`config.mk`:
```
export PLATFORM = sky130hd
export DESIGN_NAME = uart_tx_buffer
export DESIGN_NICKNAME = d
export VERILOG_FILES = /design/src/rtl/uart_tx_buffer.sv
export SDC_FILE = /design/constraint.sdc
export NUM_CORES = 1
export LEC_CHECK = 0
export CORE_MARGIN = 4
export CORE_UTILIZATION = 26
export CTS_BUF_LIST = sky130_fd_sc_hd__clkbuf_8
export CTS_CLUSTER_SIZE = 28
export DETAILED_ROUTE_END_ITERATION = 7
export GPL_TIMING_DRIVEN = 0
export HOLD_SLACK_MARGIN = 0.12
export PLACE_DENSITY = 0.42
export SYNTH_ARGS = -nofsm -noshare
export SYNTH_HDL_FRONTEND = slang
export SYNTH_SLANG_ARGS = --single-unit
```
`constraint.sdc`:
```
create_clock -name clk -period 3.98 [get_ports clk]
set_input_delay 0.597 -clock clk [delete_from_list [all_inputs] [get_ports clk]]
set_output_delay 0.597 -clock clk [all_outputs]
set_load 0.01 [all_outputs]
```
`src/rtl/uart_tx_buffer.sv`:
```
// uart_tx_buffer: byte FIFO plus send sequencer that feeds the UART transmitter.
// Bytes from the UART TX store path are queued here. They are then sent one at a
// time with a single-cycle send pulse, and the sequencer waits on uart_busy.
// Optional build macro: UART_TX_OVERFLOW_FLAG_EN adds a sticky overflow flag (status bit 3).
module uart_tx_buffer #(
  parameter int unsigned DEPTH        = 16,
  parameter int unsigned BUSY_TIMEOUT = 8
) (
  input  logic                     clk,
  input  logic                     n_rst,
  input  logic                     wr_en,
  input  logic [7:0]               wr_data,
  input  logic                     flush,
  input  logic                     uart_busy,
  output logic [7:0]               uart_tx_data,
  output logic                     uart_tx_send,
  output logic                     full,
  output logic                     empty,
  output logic [$clog2(DEPTH):0]   count,
  output logic [31:0]              status_rddata
);

  localparam int unsigned PtrW = $clog2(DEPTH);
  localparam int unsigned CntW = PtrW + 1;
  localparam int unsigned TmoW = (BUSY_TIMEOUT > 1) ? $clog2(BUSY_TIMEOUT) : 1;

  typedef enum logic [1:0] {StIdle, StSend, StWaitHi, StWaitLo} state_e;

  state_e          state_q, state_d;
  logic [7:0]      mem_q [DEPTH];
  logic [PtrW-1:0] wr_ptr_q, rd_ptr_q;
  logic [CntW-1:0] count_q;
  logic [TmoW-1:0] tmo_q, tmo_d;
  logic [7:0]      tx_data_q;
  logic            tx_send_q;
  logic            push, pop;
  logic            overflow;
  logic            tx_active;

  assign full  = (count_q == CntW'(DEPTH));
  assign empty = (count_q == '0);
  // full is the pre-edge value, so a push while full is dropped even if a pop lands.
  assign push  = wr_en && !full && !flush;
  assign pop   = (state_q == StIdle) && !empty && !uart_busy && !flush;

  // Storage array; no reset, stale contents are unreachable once pointers clear.
  always_ff @(posedge clk) begin
    if (n_rst && push) begin
      mem_q[wr_ptr_q] <= wr_data;
    end
  end

  // Pointers and occupancy; flush overrides any push or pop in the same cycle.
  always_ff @(posedge clk) begin
    if (!n_rst || flush) begin
      wr_ptr_q <= '0;
      rd_ptr_q <= '0;
      count_q  <= '0;
    end else begin
      if (push) wr_ptr_q <= wr_ptr_q + PtrW'(1);
      if (pop)  rd_ptr_q <= rd_ptr_q + PtrW'(1);
      if (push && !pop) begin
        count_q <= count_q + CntW'(1);
      end else if (!push && pop) begin
        count_q <= count_q - CntW'(1);
      end
    end
  end

  // Sequencer next state: pop in idle, pulse, then wait for busy to rise and fall.
  always_comb begin
    state_d = state_q;
    tmo_d   = tmo_q;
    unique case (state_q)
      StIdle: begin
        if (pop) state_d = StSend;
      end
      StSend: begin
        tmo_d   = '0;
        state_d = StWaitHi;
      end
      StWaitHi: begin
        // A UART that never raises busy must not stall the queue forever.
        if (uart_busy) begin
          state_d = StWaitLo;
        end else if (tmo_q == TmoW'(BUSY_TIMEOUT - 1)) begin
          state_d = StIdle;
        end else begin
          tmo_d = tmo_q + TmoW'(1);
        end
      end
      StWaitLo: begin
        if (!uart_busy) state_d = StIdle;
      end
      default: state_d = StIdle;
    endcase
  end

  // Sequencer registers; the send pulse is registered so it is glitch-free.
  always_ff @(posedge clk) begin
    if (!n_rst) begin
      state_q   <= StIdle;
      tmo_q     <= '0;
      tx_data_q <= 8'h00;
      tx_send_q <= 1'b0;
    end else begin
      state_q   <= state_d;
      tmo_q     <= tmo_d;
      tx_send_q <= (state_d == StSend);
      if (pop) tx_data_q <= mem_q[rd_ptr_q];
    end
  end

`ifdef UART_TX_OVERFLOW_FLAG_EN
  logic ovf_q;

  // Sticky record of a dropped push; flush clears it even if set in the same cycle.
  always_ff @(posedge clk) begin
    if (!n_rst || flush) begin
      ovf_q <= 1'b0;
    end else if (wr_en && full) begin
      ovf_q <= 1'b1;
    end
  end

  assign overflow = ovf_q;
`else
  assign overflow = 1'b0;
`endif

  assign tx_active     = (state_q != StIdle);
  assign uart_tx_data  = tx_data_q;
  assign uart_tx_send  = tx_send_q;
  assign count         = count_q;
  assign status_rddata = {16'h0000, 8'(count_q), 4'h0, overflow, tx_active, full, empty};

endmodule

```
==> qor.yml <==
cts_resizes: 0
holdBufCountCts: 0
via_per_inst: 4.299
reg_to_reg_setup_timing_slack_ns: 0.63
worstSetupEndpointType: "register"
crit_path_dat_ns: 3.87
crit_required_ns: 4.32
cp-endpoint: "count[4]$_SDFFE_PP0P_"
die-width_um: 166.6
clk_pin_slew_ns: 0.09
status: "finished, final reports clean"
enable_flop_cells: 128
share_comb_of_total_power: 0.072
path_max_fanout: 10
timing.setup.tns_ns: 0
yosys.cell_count.top_type: "sky130_fd_sc_hd__edfxtp_1"
fin_hold_ws_ns: 0.4723
power.sequential.fraction: 0.561
uppermost_routed_layer: "met4"
layout.cells.most_common: "sky130_fd_sc_hd__edfxtp_1"
fin_nets: 542
ctsRootBufferMaster: "sky130_fd_sc_hd__clkbuf_8"
fillCellCount: 2473
through the flow:
step	power, mW	util	cell area (µm²)
final	3.173	0.3176	7791
after global routing	3.295	0.3176	7791
after CTS	3.206	0.3176	7791
after detailed placement	2.049	0.3018	7405
after global placement	2.044	0.3012	7390
after floorplan	1.945	-	6624
layout make-up:
class / instances / share of cell area
Buffer: 51 / 0.04480
Inverter: 9 / 0.004336
Tap cell: 324 / 0.05203
Clock inverter: 15 / 0.01959
Clock buffer: 17 / 0.03003
Multi-Input combinational cell: 246 / 0.2402
Sequential cell: 155 / 0.5627
Timing Repair Buffer: 36 / 0.04625
power groups by stage:
| stage | Sequential, mW | Combinational, mW | Clock (mW) |
|---|---|---|---|
| after floorplan | 1.82 | 0.125 | 0 |
| after global placement | 1.82 | 0.226 | 0 |
| after detailed placement | 1.82 | 0.230 | 0 |
| after CTS | 1.78 | 0.230 | 1.19 |
| after global routing | 1.78 | 0.252 | 1.26 |
| final | 1.78 | 0.228 | 1.16 |
critical path, stage by stage:
cell                              delay (ns)
sky130_fd_sc_hd__clkdlybuf4s50_1        0.46
sky130_fd_sc_hd__or4_1                  0.51
sky130_fd_sc_hd__a21oi_2                0.23
sky130_fd_sc_hd__buf_2                  0.32
sky130_fd_sc_hd__inv_1                  0.08
sky130_fd_sc_hd__ha_1                   0.24
sky130_fd_sc_hd__inv_1                  0.14
sky130_fd_sc_hd__ha_1                   0.25
sky130_fd_sc_hd__nor2b_1                0.13
sky130_fd_sc_hd__o21a_1                 0.17
sky130_fd_sc_hd__or3_1                  0.30
sky130_fd_sc_hd__a21o_1                 0.19
sky130_fd_sc_hd__mux2_2                 0.26
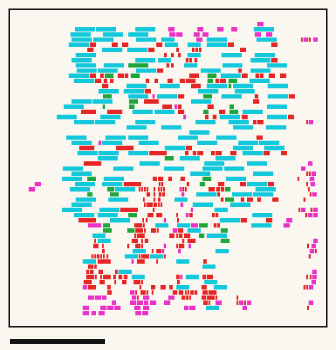
cell_classes.png
Bar = 50 µm.
legend:
  all other logic:
    color: red
    cells: 255
    share_of_their_area: 26%
  clock drivers and dummy loads:
    color: green
    cells: 32
    share_of_their_area: 5.2%
  other buffers and delay cells:
    color: magenta
    cells: 87
    share_of_their_area: 9.6%
  flip-flops:
    color: cyan
    cells: 155
    share_of_their_area: 59%
Finished Cell Area: 0.007791 mm²
final core occ: 0.3176
Floorplan Core Area: 0.02453 mm²
Core Rows: 57
Seq/total area: 0.5627

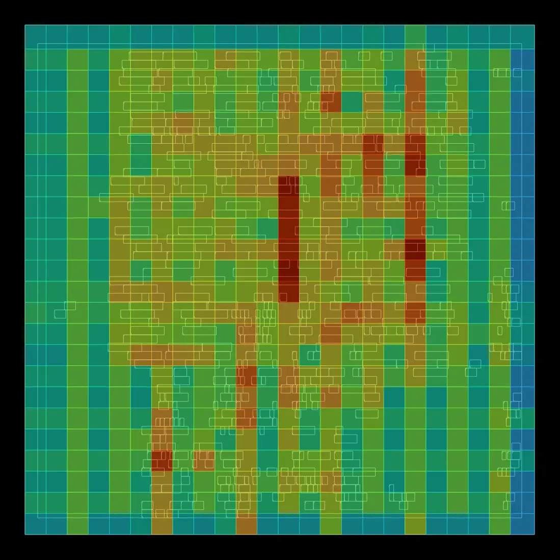
final_congestion.png
met3 demand-to-capacity share in global routing: 0.02844
Most Used Layer, Global Route: met2
global-route met2 utilization: 0.1821
GRT Resource Usage Total: 0.1117
Routed wire per std cell: 17.87 µm

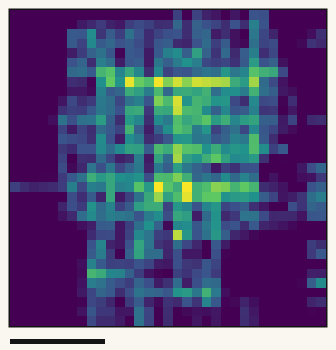
wire_density.png
Bar = 50 µm. The die is cut into 33 by 33 equal tiles; dark purple is low, yellow is high, scaled to the fullest tile. Values are wire area over tile area, all layers added.
densest ninth of the die: center
emptiest ninth of the die: lower right
nearly empty tiles: 36%
fullest tile: 0.41
mean over tiles: 0.085
via count: 3667
sum of routed wire length over all layers: 15.24 mm

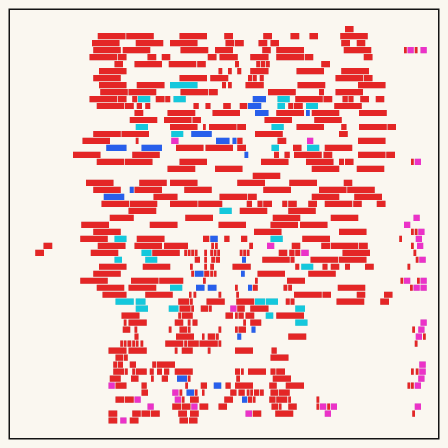
drive_strength.png
legend:
  drive 3 to 4:
    color: magenta
    cells: 37
    most_used: buf_4
  drive 6 and up:
    color: cyan
    cells: 28
    most_used: clkbuf_8
  drive 1 or less:
    color: red
    cells: 439
    most_used: edfxtp_1
  drive 2:
    color: blue
    cells: 25
    most_used: buf_2
count of non-CTS buffers in the layout: 87
post-route worst setup slack: 0.4513 ns

Power is estimated from default activity; no workload was simulated.
